==> src/rtl/prbs_checker_pkg.sv <==
// Shared PRBS definitions used by the checker and the generator stage:
// default order, feedback tap offset, state encoding and counter width.
package prbs_checker_pkg;

   localparam int DEF_ORDER  = 9;
   localparam int TAP_OFFSET = 4;
   localparam int DEF_CNT_W  = 32;

   typedef enum logic {
      SYNC = 1'b0,
      LOCK = 1'b1
   } state_t;

endpackage

==> src/rtl/prbs_ref_lfsr.sv <==
// Local reference LFSR for the PRBS checker: keeps the last ORDER bits and
// predicts the next one. Seeded from the line in SYNC, free-running in LOCK.
module prbs_ref_lfsr
   import prbs_checker_pkg::*;
#(
   parameter int ORDER = DEF_ORDER
) (
   input  logic             clock,
   input  logic             i_reset,
   input  logic             shift_en,
   input  logic             use_pred,
   input  logic             rx_bit,
   output logic [ORDER-1:0] hist,
   output logic             pred
);

   logic in_bit;

   assign pred   = hist[TAP_OFFSET-1] ^ hist[ORDER-1];
   assign in_bit = use_pred ? pred : rx_bit;

   always_ff @(posedge clock or negedge i_reset) begin
      if (!i_reset) begin
         hist <= '0;
      end else if (shift_en) begin
         hist <= {hist[ORDER-2:0], in_bit};
      end
   end

endmodule

==> config.mk <==
export PLATFORM = sky130hd
export DESIGN_NAME = prbs_ref_lfsr
export DESIGN_NICKNAME = d
export VERILOG_FILES = /design/src/rtl/prbs_checker_pkg.sv /design/src/rtl/prbs_ref_lfsr.sv
export SDC_FILE = /design/constraint.sdc
export NUM_CORES = 1
export LEC_CHECK = 0
export CORE_AREA = 2 2 39 41
export CTS_CLUSTER_DIAMETER = 100
export DETAILED_ROUTE_END_ITERATION = 8
export DIE_AREA = 0 0 41 43
export SYNTH_ARGS = -nofsm -noshare
export SYNTH_HDL_FRONTEND = slang
export SYNTH_SLANG_ARGS = --single-unit
==> constraint.sdc <==
create_clock -name clock -period 0.97 [get_ports clock]
set_input_delay 0.194 -clock clock [delete_from_list [all_inputs] [get_ports clock]]
set_output_delay 0.194 -clock clock [all_outputs]
set_load 0.01 [all_outputs]
Figure 1. Wiring by layer (run 1).
Drawn at 8 px/µm.
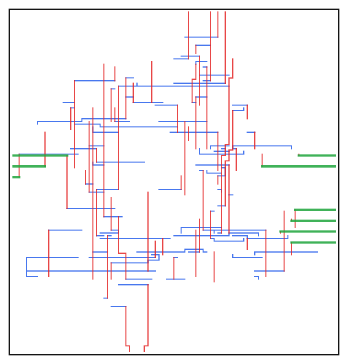
- green: metal 3 (wire length 47.4 µm)
- blue: metal 1 (wire length 310 µm)
- red: metal 2 (wire length 352 µm)

Figure 2. PDN straps and rails (run 1).
Drawn at 8 px/µm. Pins as bars on the die edge. Tap cells in gray.
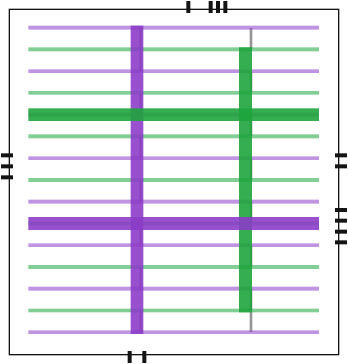
- purple: VSS
- green: VDD
- rows: 14
- signal pins: 15

Figure 3. The clock network (run 1).
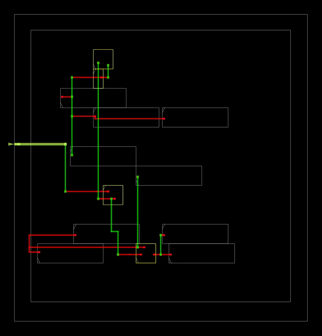
number of sinks driven by the clock tree: 9
clk_lat worst skew: 0.25 ns
power of the clock network: 281 µW
clock tree buffer count of the final layout: 4

==> run summary, run 1 <==
The flow run is done. In the per-layer summary, the met1 wirelength comes to around 310 µm. Share of Yosys cell area claimed by the top area cell type landed at 61.2%. Final-layout worst hold slack landed at 0.223 ns. In the post-route report, total wirelength is listed as 709 µm. Final period demand of the worst path landed at 1.18 ns. STA classifies the critical path endpoint as an output port. Internal power comes to 1.30 mW. Layout overhead on the synthesized area landed at 62.9%.

Once routing completed, OpenROAD measured the worst setup slack at -0.206 ns. Buffers placed on the I/O ports in this run total 14. Once iteration 0 of detailed routing completed, the report listed 3 DRC markers. The synthesized design spends more area on one cell type than any other, namely sky130_fd_sc_hd__dfrtp_1. The initial antenna violation count was 0. The checks that failed: negative setup slack. Vertical extent of the die landed at 43 µm.

Chip width landed at 41 µm. In the setup report, the worst path falls into the class reg -> out. Final critical-path share of the clock period landed at 121%. Power density over the cells landed at 3140 nW/µm².

The floorplan report gives the top-level pin count as 15. The run finished, with violations left. Count of final setup violators landed at 5.

The synthesis stat section lists a flop and latch total of 9. Of all power groups, the one with the highest power is combinational logic. Yosys chip area landed at about 370 µm². Global routing consumed, over all layers together, 10.5% of the routing resources. Before CTS, the worst setup slack after placement is -0.372 ns. The Yosys step of the flow raised 0 warnings. Counting every net in the synthesized netlist gives 28. In this run the full chip footprint comes out at about 1800 µm². Yosys instantiated no cell more often than sky130_fd_sc_hd__dfrtp_1. The clock passes through at most 2 buffers. Per the final layout report, the fraction of cells sized above drive strength 1 comes to 58.8%. After synthesis, the design contains 23 cells according to Yosys. The largest registers in the layout are hist x9. The stage logs contain a warning count of 29. Accumulated negative setup slack landed at -0.519 ns.

The OpenROAD report gives the critical path a data arrival time of approximately 0.98 ns. Part of the Yosys area used for sequential elements landed at 61.2%. Per the final timing report, the hold violations number 0. H-tree depth reported by CTS landed at 1. The iteration count recorded for the first detailed-route pass is 2. Share of synthesized registers carrying an async set or reset landed at 100%.

The number of antenna diodes in the final layout is 0. STA classifies the critical path startpoint as a flip-flop. Leakage power total landed at between 0.3 and 0.4 nW. Number of global-route vias before repair landed at around 280.

The highest metal layer carrying signal wires in the routed design is met3. Of the combinational cells, the family taking the most area is multiplexers. Per the synthesis report, the number of distinct cell types is 9. Flip-flop and latch power landed at around 650 µW. The register with the most flip-flops in the layout has 9 of them. Buffers plus inverters on the worst setup path landed at 1. TritonCTS created 3 clock buffers. The cell family contributing the most delay on the critical path is flip-flops. Number of nets at the end of the flow landed at 57.

Setup repair after global routing could not meet its margin everywhere. Counting flops per register, the top entry is hist. Final antenna-violating net count landed at 0.
## run 1: per-stage QoR
step / instances / power [mW] / area (µm²)
2_1_floorplan: 23 / 0.991 / 368
3_5_place_dp: 60 / 1.67 / 589
4_1_cts: 65 / 1.87 / 584
5_1_grt: 67 / 2.04 / 599
3_3_place_gp: 60 / 1.66 / 589
6_report: 67 / 1.88 / 599
## run 1: final timing paths
kind	end	slack (ns)	from	cells after the start
max	pred	-0.21	hist[3]	2
min in group clock	hist[0]	0.50	shift_en	3
min reg2reg	hist[7]	0.53	hist[7]	1
min	hist[1]	0.22	i_reset	2
max in group asynchronous	hist[0]	0.61	i_reset	2
max reg2reg	hist[0]	-0.07	hist[3]	3
## run 1: cells in the final DEF, fill, tap and decap left out
master	instances
sky130_fd_sc_hd__dfrtp_1	9
sky130_fd_sc_hd__mux2_1	3
sky130_fd_sc_hd__buf_6	2
sky130_fd_sc_hd__buf_4	10
sky130_fd_sc_hd__nor2b_1	1
sky130_fd_sc_hd__clkdlybuf4s50_1	3
sky130_fd_sc_hd__and2_4	1
sky130_fd_sc_hd__clkbuf_1	1
sky130_fd_sc_hd__clkbuf_4	3
sky130_fd_sc_hd__buf_2	8
sky130_fd_sc_hd__and3b_1	1
sky130_fd_sc_hd__a211o_1	1
sky130_fd_sc_hd__dlygate4sd2_1	1
sky130_fd_sc_hd__xor2_1	1
sky130_fd_sc_hd__mux2_2	5
sky130_fd_sc_hd__buf_12	1
## run 1: cell type report
cell class	instances	area, µm²
timing repair buffer	25	196
tap	16	20.0
fill	141	785
multi-input combinational	13	131
sequential	9	225
clock buffer	4	26.3
## run 1: what timing repair did
item | in CTS | in global routing
endpoints found under the hold margin | 0 | 0
resized | 43 | 0
setup endpoints to repair | 19 | 12
setup buffers | 1 | 2
pin swaps | 1 | 0
==> run 2: changes to the inputs <==
--- a/config.mk
+++ b/config.mk
@@ -6,8 +6,11 @@
 export NUM_CORES = 1
 export LEC_CHECK = 0
+export CELL_PAD_IN_SITES_DETAIL_PLACEMENT = 0
+export CELL_PAD_IN_SITES_GLOBAL_PLACEMENT = 1
 export CORE_AREA = 2 2 39 41
 export CTS_CLUSTER_DIAMETER = 100
 export DETAILED_ROUTE_END_ITERATION = 8
 export DIE_AREA = 0 0 41 43
+export PLACE_DENSITY_LB_ADDON = 0.1
 export SYNTH_ARGS = -nofsm -noshare
 export SYNTH_HDL_FRONTEND = slang
==> constraint.sdc (replaced) <==
create_clock -name clock -period 0.97 [get_ports clock]
set_input_delay 0.1455 -clock clock [delete_from_list [all_inputs] [get_ports clock]]
set_output_delay 0.1455 -clock clock [all_outputs]
set_load 0.01 [all_outputs]
Figure 4. The metal 2 layer (run 2).
Drawn at 6 px/µm.
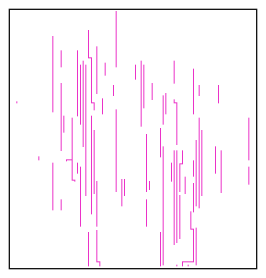
- main direction: vertical
- longest straight run: 21.8 µm

==> run 2 against run 1 <==
The flow still finishes with violations (negative setup slack). Maximum frequency increased by 4.4%. Count of clock-buffer cells in the layout unchanged. Critical path type unchanged. Hold slack got worse by 0.045 ns. Clock power about the same. Die size unchanged. Synthesized cell count unchanged.
==> run summary, run 2 <==
The flow run is done. The number of synthesis warnings came to 0 (unchanged). The final instance count without filler cells came to 66 (was 67). Clock sink count landed at 9 (unchanged). The global router's overall resource usage is 11.9% (was 10.5%). Biggest registers after layout: hist x9 (unchanged).

The layout overhead on the synthesized area is 60.2% (was 62.9%). Register-to-register setup slack landed at -0.07 ns (about the same). The chip width came to 41 µm (unchanged).

Most frequent cells in the layout: sky130_fd_sc_hd__dfrtp_1, sky130_fd_sc_hd__buf_2, sky130_fd_sc_hd__buf_4 (was sky130_fd_sc_hd__buf_4, sky130_fd_sc_hd__dfrtp_1, sky130_fd_sc_hd__buf_2). The TritonCTS clock tree was yes (unchanged). Number of inserted diodes landed at 0 (unchanged).

The clock buffer count from CTS was 3 (unchanged). Leakage power total landed at 0.307 nW (was 0.312 nW). The flip-flop count of the largest register after layout is 9 (unchanged). Failing checks: negative setup slack (unchanged). Result of the run: finished, violations left (unchanged). The setup slack of the critical path after layout came to -0.156 ns (was -0.206 ns).

The estimated wirelength of the detail-placed design is 632 µm (was 510 µm). The cell type with the largest total area after synthesis was sky130_fd_sc_hd__dfrtp_1 (unchanged). Post-synthesis instance total landed at 23 (unchanged). Synthesized area landed at 368 µm² (unchanged). The launching point of the worst reg2reg path is hist[3] (unchanged). Power density over the cells landed at 3150 nW/µm² (was 3140 nW/µm²). The initial antenna violation count is 0 (unchanged). Share of layout cells above drive strength 1 landed at 58.0% (was 58.8%). The worst reg2reg path endpoint is hist[0] (unchanged). The count of final setup violators was 4 (was 5).

Flip-flop and latch count after synthesis landed at 9 (unchanged). The number of primary I/O pins came to 15 (unchanged). The quantity of I/O buffers inserted on ports is 14 (unchanged). The clock-pin slew reported for the worst setup and hold paths after clock tree synthesis came to 0.06 ns (about the same).

The length of the first detailed-routing pass in iterations came to 1 (was 2). Synthesized netlist net count landed at 28 (unchanged). Area enclosed by the die boundary landed at 1760 µm² (unchanged). Number of core rows landed at 14 (unchanged).

Total wirelength of the detailed-routed design landed at 796 µm (was 709 µm). The kind of start point of the critical path is a flip-flop (unchanged). The main logic family after synthesis was multiplexers (unchanged). Number of placed instances, taps included landed at 62 (was 60).

The final number of hold-violating endpoints was 0 (unchanged). Final antenna-violating net count landed at 0 (unchanged). Number of unique standard cell types used by synthesis landed at 9 (unchanged). The number of DRC markers in iteration 0 came to 0 (was 3). The accumulated negative setup slack was -0.384 ns (was -0.519 ns). Setup repair after global routing missed its margin: yes (unchanged). The OpenROAD warning count came to 29 (unchanged). The vertical extent of the die is 43 µm (unchanged). Share of Yosys cell area claimed by the top area cell type landed at 61.2% (unchanged). The endpoint class of the critical path is an output port (unchanged). Tally of filler cells in the layout landed at 134 (was 141). The maximum buffer depth of the clock tree came to 2 (unchanged). The number of global-route vias before repair came to 318 (was 281). The cell depth of the worst flop-to-flop path came to 3 (unchanged). H-tree depth reported by CTS landed at 1 (unchanged). Number of cells in the yosys synthesis report landed at 23 (unchanged).

The overall power consumption is 1.85 mW (was 1.88 mW). The part of the Yosys area used for sequential elements came to 61.2% (unchanged). Yosys chip area landed at 368 µm² (unchanged). The register containing the most flip-flops in the final layout is hist (unchanged). Final period demand of the worst path landed at 1.13 ns (was 1.18 ns). The dominant cell by count in the synthesized netlist is sky130_fd_sc_hd__dfrtp_1 (unchanged). Share of synthesized registers carrying an async set or reset landed at 100% (unchanged). The category of the most critical setup path was reg -> out (unchanged).

The arrival time at the worst endpoint came to 0.98 ns (about the same).
-- run 2: cell counts after synthesis --
No cell type changed its count.
-- run 2: through the flow --
stage / cell area, µm² / worst slack, ns
2_1_floorplan: 368 / -0.0367
3_3_place_gp: 604 / -0.308
3_5_place_dp: 604 / -0.340
4_1_cts: 589 / -0.185
5_1_grt: 589 / -0.216
6_report: 589 / -0.156
-- run 2: layout make-up --
type	instances	area [µm²]	area share, %
well taps	16	20.0	3.40
multi-input cells	13	131	22.3
flip-flops and latches	9	225	38.2
repair buffers	24	186	31.6
clock buffers	4	26.3	4.46
-- run 2: timing repair --
item                                    in CTS  in global routing
pin swaps                                    1                  0
buffers inserted                             0                  0
gates resized                               43                  0
hold endpoints to repair                     0                  0
endpoints found under the setup margin      19                  5
-- run 2: power by group --
part           switching, mW  total (mW)  internal [mW]
Combinational          0.354       0.911          0.557
Clock                  0.126       0.284          0.158
Sequential             0.105       0.659          0.554
Total                  0.585        1.85           1.27
-- run 2: worst max-delay path by stage --
stage	start	endpoint	slack, ns	cells past startpoint
after floorplan	hist[8]	hist[0]	-0.04	2
after global placement	shift_en	hist[6]	-0.31	3
after detailed placement	shift_en	hist[4]	-0.34	3
after CTS	hist[3]	pred	-0.19	2
after global routing	hist[3]	pred	-0.22	2
final	hist[3]	pred	-0.16	2
-- run 2: worst max-delay path: stages (launching register included) --
cell and delay (ns):
sky130_fd_sc_hd__dfrtp_1 0.39, sky130_fd_sc_hd__xor2_1 0.18, sky130_fd_sc_hd__buf_2 0.16
-- run 2: layer usage --
metal / routed length, µm / vias up / track usage, %
met5: 0 / - / 0
met4: 0 / 0 / 10.0
met3: 43 / 0 / 4.71
met2: 459 / 8 / 17.5
met1: 293 / 142 / 12.4
li1: - / 136 / -
==> run 3: changes to the inputs <==
RECOVER_POWER = 50   (was not set)
Figure 5. Wiring by layer (run 3).
Drawn at 8 px/µm.
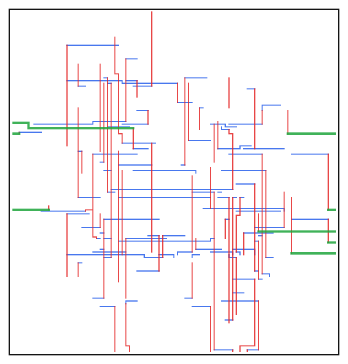
- red: metal 2 (wire length 458 µm)
- blue: metal 1 (wire length 291 µm)
- green: metal 3 (wire length 43.1 µm)

==> run 3 against run 2 <==
The flow still finishes with violations (negative setup slack). Clock skew is the same. Cell count unchanged. Maximum frequency stayed put. Combinational power fell by 0.4%. Synthesized cell count unchanged. Wire length down 0.50%. Critical path depth unchanged. First-iteration DRC count did not move. Power fell by 0.22%. Global-route usage unchanged. Via count is the same. Hold slack better by 0.18 ns. Largest cell class unchanged.
==> run summary, run 3 <==
The flow run is done. The accumulated negative setup slack is -0.382 ns (was -0.384 ns). The peak fanout along the critical path came to 2 (unchanged). The number of inserted diodes is 0 (unchanged).

Part of the Yosys area used for sequential elements landed at 61.2% (unchanged). Setup repair after global routing missed its margin: yes (unchanged). The layout overhead on the synthesized area was 59.2% (was 60.2%). Result of the run: finished, violations left (unchanged).

The chip width is 41 µm (unchanged). Share of Yosys cell area claimed by the top area cell type landed at 61.2% (unchanged). Final critical-path share of the clock period landed at 116% (unchanged). Number of primary I/O pins landed at 15 (unchanged). The total wirelength of the detailed-routed design came to 792 µm (was 796 µm). The Yosys chip area came to 368 µm² (unchanged). Number of synthesis warnings landed at 0 (unchanged).

Maximum buffer depth of the clock tree landed at 2 (unchanged). Share of layout cells above drive strength 1 landed at 56.0% (was 58.0%). The number of global-route vias before repair came to 318 (unchanged). The share of synthesized registers carrying an async set or reset came to 100% (unchanged).

Most common library cells after synthesis: sky130_fd_sc_hd__dfrtp_1, sky130_fd_sc_hd__mux2_2, sky130_fd_sc_hd__mux2_1 (unchanged). The register containing the most flip-flops in the final layout is hist (unchanged). The TritonCTS clock tree is yes (unchanged). Final period demand of the worst path landed at 1.13 ns (unchanged). Final instance count without filler cells landed at 66 (unchanged). Final number of hold-violating endpoints landed at 0 (unchanged). Biggest registers after layout: hist x9 (unchanged).

Vertical extent of the die landed at 43 µm (unchanged). The number of unique standard cell types used by synthesis came to 9 (unchanged). The clock-pin slew reported for the worst setup and hold paths after clock tree synthesis was 0.06 ns (about the same).

The estimated wirelength of the detail-placed design came to 632 µm (unchanged). The slew at the pin with the worst max-slew slack was 0.493 ns (was 0.175 ns). The cell type with the largest total area after synthesis is sky130_fd_sc_hd__dfrtp_1 (unchanged). The clock buffer count from CTS came to 3 (unchanged). The initial antenna violation count is 0 (unchanged).

Number of DRC markers in iteration 0 landed at 0 (unchanged). The kind of start point of the critical path was a flip-flop (unchanged). The synthesized area was 368 µm² (unchanged). Final design utilization landed at 42.3% (was 42.6%). Number of core rows landed at 14 (unchanged).

The final antenna-violating net count was 0 (unchanged). Number of cells in the yosys synthesis report landed at 23 (unchanged). Register-to-register setup slack landed at -0.07 ns (about the same). Quantity of I/O buffers inserted on ports landed at 14 (unchanged). Worst ir drop on vdd landed at 1080 µV (about the same).

The leakage power total is 0.303 nW (was 0.307 nW). Clock sink count landed at 9 (unchanged). Failing checks: negative setup slack (unchanged). Final cell area excluding filler cells landed at 586 µm² (was 589 µm²). Setup slack of the critical path after layout landed at -0.156 ns (unchanged). Flip-flop count of the largest register after layout landed at 9 (unchanged). Number of nets at the end of the flow landed at 56 (unchanged). Flip-flop and latch count after synthesis landed at 9 (unchanged). The dominant cell by count in the synthesized netlist is sky130_fd_sc_hd__dfrtp_1 (unchanged). The count of final setup violators is 4 (unchanged).

The category of the most critical setup path was reg -> out (unchanged). The length of the first detailed-routing pass in iterations was 1 (unchanged). The arrival time at the worst endpoint is 0.98 ns (about the same).

Global router's overall resource usage landed at 11.9% (unchanged). Overall power consumption landed at 1.85 mW (about the same). The clock insertion delay at the later pin of the skew report came to 0.26 ns (about the same). Post-synthesis instance total landed at 23 (unchanged). The area enclosed by the die boundary was 1760 µm² (unchanged). The global-route wire length before repair came to 1300 µm (unchanged).

The OpenROAD warning count came to 29 (unchanged). Most frequent cells in the layout: sky130_fd_sc_hd__dfrtp_1, sky130_fd_sc_hd__buf_2, sky130_fd_sc_hd__buf_4 (unchanged). The worst-case setup slack after placement came to -0.340 ns (unchanged). Total via count in the routed design landed at 286 (unchanged). The total placed instance area was 604 µm² (unchanged). The endpoint class of the critical path is an output port (unchanged). The total setup buffers inserted after CTS is 0 (unchanged).

Power density over the cells landed at 3160 nW/µm² (was 3150 nW/µm²). Synthesized netlist net count landed at 28 (unchanged). Number of placed instances, taps included landed at 62 (unchanged).

H-tree depth reported by CTS landed at 1 (unchanged). Final-layout worst hold slack landed at 0.362 ns (was 0.179 ns).
[run 3: cell counts after synthesis]
Identical to the previous run, type by type.
[run 3: final timing paths]
kind                               start      end  depth (start not counted)
worst max-delay path             hist[3]     pred                          2
worst min-delay path             i_reset  hist[0]                          2
worst max register to register   hist[3]  hist[0]                          3
worst min register to register   hist[7]  hist[8]                          1
max in group asynchronous        i_reset  hist[2]                          2
min in group clock              shift_en  hist[0]                          3
[run 3: cells by family (layout without fill, tap and decap cells)]
| family | Yosys count | in the layout | share of synthesized area (%) |
|---|---|---|---|
| compound gates | 1 | 1 | 2.38 |
| flops | 9 | 9 | 61.2 |
| mux | 8 | 8 | 24.5 |
| xor+xnor | 1 | 1 | 2.38 |
| buf+inv | 1 | 28 | 3.06 |
| simple gates | 3 | 3 | 6.46 |
[run 3: area by class of cell]
type | instances | area (µm²)
clock buffers | 4 | 26.3
fillers | 136 | 798
multi-input cells | 13 | 131
flip-flops and latches | 9 | 225
well taps | 16 | 20.0
repair buffers | 24 | 183
[run 3: what timing repair did]
action                                  in CTS  in global routing
endpoints found under the setup margin      19                  5
gates resized                               43                  0
pin swaps                                    1                  0
hold endpoints to repair                     0                  0
[run 3: worst max-delay path: stages, from the launching register on]
cell and delay (ns):
sky130_fd_sc_hd__dfrtp_1 0.39, sky130_fd_sc_hd__xor2_1 0.18, sky130_fd_sc_hd__buf_2 0.16
[run 3: per-layer routing]
metal / GRT usage (%) / wire length, µm / vias to the layer above
met5: 0 / 0 / -
met4: 10.0 / 0 / 0
met3: 4.71 / 43 / 0
met2: 17.5 / 457 / 8
met1: 12.4 / 291 / 142
li1: - / - / 136
[run 3: report_power, final]
part | switching, mW | internal, mW
combinational | 0.353 | 0.554
clock | 0.126 | 0.158
sequential | 0.105 | 0.554
Power figures rest on the tool's default switching activity, not on a simulated workload.
